Figure 1. Metal 3.
(4 px per um)
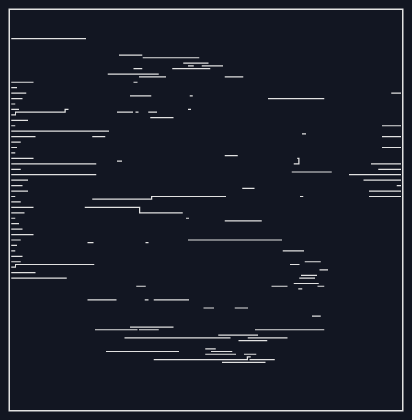
Figure 2. Routed clock nets over the placement.
(4 px per um)
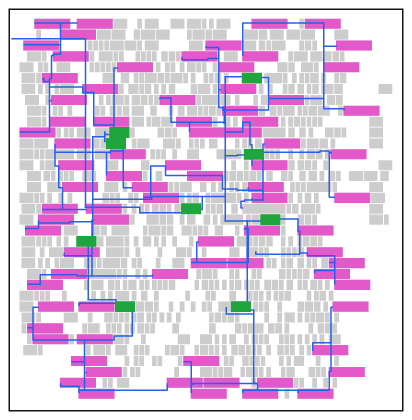
Figure 3. Signal wires by layer.
(3 px per um)
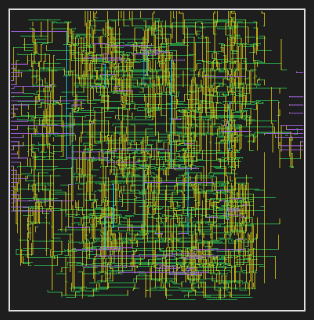
Figure 4. Gate-type map.
(3 px per um)
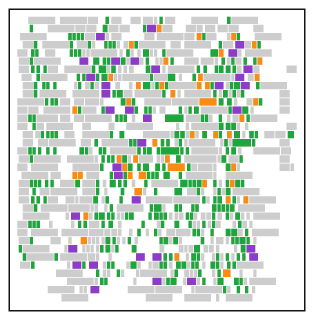
Figure 5. Clock nets.
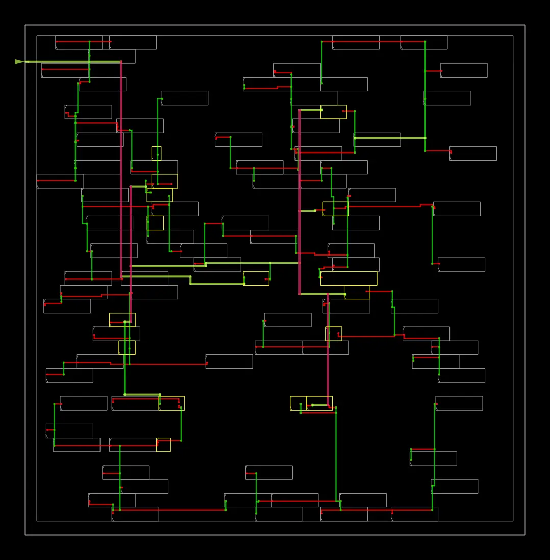
**src/rtl/fifo_feed_ctrl.sv**
```systemverilog
// Start-up sequencer: waits, pulses the processor reset, then streams one frame from a sample ROM into a FIFO.
// Optional macro FEED_LOOP_EN: repeat the frame continuously until stop instead of stopping in DONE.
module fifo_feed_ctrl #(
  parameter int DATA_W      = 16,
  parameter int ADDR_W      = 10,
  parameter int FRAME_LEN   = 640,
  parameter int STARTUP_CYC = 16383,
  parameter int RST_CYC     = 1,
  parameter int WR_GAP      = 2,
  parameter int USEDW_W     = 7,
  parameter int HIGH_WM     = 60
) (
  input  logic                     clk,
  input  logic                     rst_geral,
  input  logic                     start,
  input  logic                     stop,
  output logic [ADDR_W-1:0]        rom_addr,
  input  logic signed [DATA_W-1:0] rom_data,
  input  logic                     fifo_full,
  input  logic [USEDW_W-1:0]       fifo_usedw,
  output logic signed [DATA_W-1:0] fifo_data,
  output logic                     fifo_wrreq,
  output logic                     rst_proc,
  output logic                     busy,
  output logic                     done,
  output logic [15:0]              frame_cnt
);

  typedef enum logic [2:0] {
    S_IDLE, S_DELAY, S_PRST, S_ADDR, S_DATA, S_GAP, S_DONE
  } state_t;

  localparam logic [ADDR_W-1:0] LAST_IDX = ADDR_W'(FRAME_LEN - 1);

  state_t                    state_q, state_d;
  logic [31:0]               cnt_q, cnt_d;
  logic [ADDR_W-1:0]         addr_q, addr_d;
  logic signed [DATA_W-1:0]  data_q, data_d;
  logic                      wrreq_q, wrreq_d;
  logic                      rst_proc_q, rst_proc_d;
  logic                      busy_q, busy_d;
  logic                      done_q, done_d;
  logic [15:0]               frame_q, frame_d;
  logic                      stall;

  assign stall = fifo_full || (32'(fifo_usedw) >= 32'(HIGH_WM));

  always_comb begin
    state_d    = state_q;
    cnt_d      = cnt_q;
    addr_d     = addr_q;
    data_d     = data_q;
    wrreq_d    = 1'b0;
    rst_proc_d = rst_proc_q;
    frame_d    = frame_q;
`ifdef FEED_LOOP_EN
    done_d     = 1'b0;
`else
    done_d     = done_q;
`endif
    if (stop) begin
      state_d    = S_IDLE;
      rst_proc_d = 1'b0;
      done_d     = 1'b0;
    end else begin
      case (state_q)
        S_IDLE, S_DONE: begin
          if (start) begin
            state_d = S_DELAY;
            cnt_d   = '0;
            addr_d  = '0;
            frame_d = '0;
            done_d  = 1'b0;
          end
        end
        S_DELAY: begin
          if (cnt_q == 32'(STARTUP_CYC - 1)) begin
            state_d    = S_PRST;
            cnt_d      = '0;
            rst_proc_d = 1'b1;
          end else begin
            cnt_d = cnt_q + 32'd1;
          end
        end
        S_PRST: begin
          if (cnt_q == 32'(RST_CYC - 1)) begin
            state_d    = S_ADDR;
            cnt_d      = '0;
            rst_proc_d = 1'b0;
          end else begin
            cnt_d = cnt_q + 32'd1;
          end
        end
        S_ADDR: state_d = S_DATA;
        // rom_data is valid here because rom_addr has been stable since ADDR
        S_DATA: begin
          if (!stall) begin
            data_d  = rom_data;
            wrreq_d = 1'b1;
            cnt_d   = '0;
            state_d = S_GAP;
          end
        end
        S_GAP: begin
          if (cnt_q == 32'(WR_GAP - 1)) begin
            cnt_d = '0;
            if (addr_q == LAST_IDX) begin
              frame_d = frame_q + 16'd1;
              done_d  = 1'b1;
`ifdef FEED_LOOP_EN
              addr_d  = '0;
              state_d = S_ADDR;
`else
              state_d = S_DONE;
`endif
            end else begin
              addr_d  = addr_q + 1'b1;
              state_d = S_ADDR;
            end
          end else begin
            cnt_d = cnt_q + 32'd1;
          end
        end
        default: state_d = S_IDLE;
      endcase
    end
    busy_d = !(state_d == S_IDLE || state_d == S_DONE);
  end

  always_ff @(posedge clk or posedge rst_geral) begin
    if (rst_geral) begin
      state_q    <= S_IDLE;
      cnt_q      <= '0;
      addr_q     <= '0;
      data_q     <= '0;
      wrreq_q    <= 1'b0;
      rst_proc_q <= 1'b0;
      busy_q     <= 1'b0;
      done_q     <= 1'b0;
      frame_q    <= '0;
    end else begin
      state_q    <= state_d;
      cnt_q      <= cnt_d;
      addr_q     <= addr_d;
      data_q     <= data_d;
      wrreq_q    <= wrreq_d;
      rst_proc_q <= rst_proc_d;
      busy_q     <= busy_d;
      done_q     <= done_d;
      frame_q    <= frame_d;
    end
  end

  assign rom_addr   = addr_q;
  assign fifo_data  = data_q;
  assign fifo_wrreq = wrreq_q;
  assign rst_proc   = rst_proc_q;
  assign busy       = busy_q;
  assign done       = done_q;
  assign frame_cnt  = frame_q;

endmodule

```
**config.mk**
```make
export PLATFORM = sky130hd
export DESIGN_NAME = fifo_feed_ctrl
export DESIGN_NICKNAME = d
export VERILOG_FILES = /design/src/rtl/fifo_feed_ctrl.sv
export SDC_FILE = /design/constraint.sdc
export NUM_CORES = 1
export LEC_CHECK = 0
export ABC_AREA = 1
export CAP_MARGIN = 20
export CORE_AREA = 2 2 96 98
export DETAILED_ROUTE_END_ITERATION = 10
export DIE_AREA = 0 0 98 100
export MAX_ROUTING_LAYER = met4
export PLACE_DENSITY = 0.84
export SYNTH_ARGS = -nofsm -noshare
export SYNTH_HDL_FRONTEND = slang
export SYNTH_SLANG_ARGS = --single-unit
```
**constraint.sdc**
```tcl
create_clock -name clk -period 6.2 [get_ports clk]
set_clock_uncertainty 0.15 [all_clocks]
set_input_delay 0.62 -clock clk [delete_from_list [all_inputs] [get_ports clk]]
set_output_delay 0.62 -clock clk [all_outputs]
set_load 0.02 [all_outputs]
```
==> results.txt <==
Most frequent cell after synthesis: nand2_1
Crit path to: rom_addr[8]
Post-synth seq share: 40.35%
CTS tree: done
EDFF count, synth: 0
Init Core Util: 56.51%
Seq area share: 33.81%
Mapped Area: 5024 um2
Final Util: 67.45%
Top cell excl fill/tap: nand2_1
Non-CTS inverters: 56
Switching Power: 0.2929 mW
Pin count of the biggest net entering global routing: 82
NonClk Buf Share: 12.31%
CP max stage cell: inv_1
Netlist cell types: 33
DR vias: 4810
Chip Height: 100 um
Final ANT Viol Nets: 0
Post-DP Area: 5774 um2
Pwr top: sequential cells
Root Driver: clkbuf_8
Leading cell kind: combinational gates
Crit Reg-Reg Endpoint: rom_addr[8]
CTS sink count: 81
Synth mux share: 0%
Setup Buffers After CTS: 0
Number of cells in Yosys stat: 713
Iteration-0 DRC Markers: 407
Largest delay share family, worst path: simple AND/OR/NAND/NOR gates
Yosys stat chip area: 5024 um2
Most common flop cell mapped by yosys: dfrtp_1
CP Depth: 6
Critical Path Source Type: register
Max incr delay on CP: 840 ps
P_seq: 0.541 mW
DRC: 0
Final Instance Area: 5996 um2
Post-DP HPWL: 8.840 mm
Largest fanout on the critical path: 21
Worst Hold End: fifo_data[8]
Wl on met1: 5.437 mm
Critical path origin: state_q[1]
Post-route insts no fill: 896
DR pass1 iterations: 5
Tap Cells: 111
Final period util: 49.65%
Post-Synth Simple-Gate Area: 40.67%
Fmax: 324.8 MHz
GP Congestion: 0.9265
Worst min-delay path class: reg -> reg
Status: complete, no violations
PwrDens: 176.3 nW/um2
Fraction of layout cells with a size suffix above 1: 5.987%
Initial antenna violation count: 0
Global-route wire length before repair: 21.04 mm
Most instantiated logic cells after routing: nand2_1, nor2_1, dfrtp_1
PnR worst setup slack: 3122 ps
Yosys top cell area share: 40.35%
Post-synth area hogs: dfrtp_1, nand2_1, nor2_1
Largest logic family: simple AND/OR/NAND/NOR gates
Crit Path Class: reg -> reg
Max FFs per register: 32
WL/cell: 13.70 um
Setup_tns: 0 ps
Htree depth: 3
Die Size: 9800 um2
Hold slack final: 322.8 ps
R2R setup slack: 3120 ps
XORs/XNORs by Area: 5.928%
Ys async rst share: 100.0%
Internal power: 0.7644 mW
Clock-cell share: 3.360%
Syn Area/Cell: 7.046 um2
Met2 GRT Util: 42.83%
## Picture notes: Figure 1
94 nets have wire on it. The layer carries 724 um of wire. The layer holds 5.9% of the routed length.

## Picture notes: Figure 2
Key: magenta = flip-flops [count 81]; green = cells driving clock nets [count 9]; blue = clock wires [length 1090 um]
There are 10 routed clock nets.
clock power share: 38.3%
clock group power: 0.404 mW
Late-Pin Clk Latency: 370 ps

## Picture notes: Figure 3
Key: green = met1 [wire length 5440 um]; yellow = met2 [wire length 5900 um]; purple = met3 [wire length 724 um]; cyan = met4 [wire length 222 um]

## Picture notes: Figure 4
Key: green = NAND gates [cells 326, most used nand2_1, where all over the die]; purple = XOR/XNOR gates [cells 34, most used xor2_1]; orange = inverting AOI/OAI gates [cells 44, most used o21ai_0]

## Picture notes: Figure 5
CTS Buf Count: 9
# clk buffers: 9

Power and IR drop assume default switching activity.
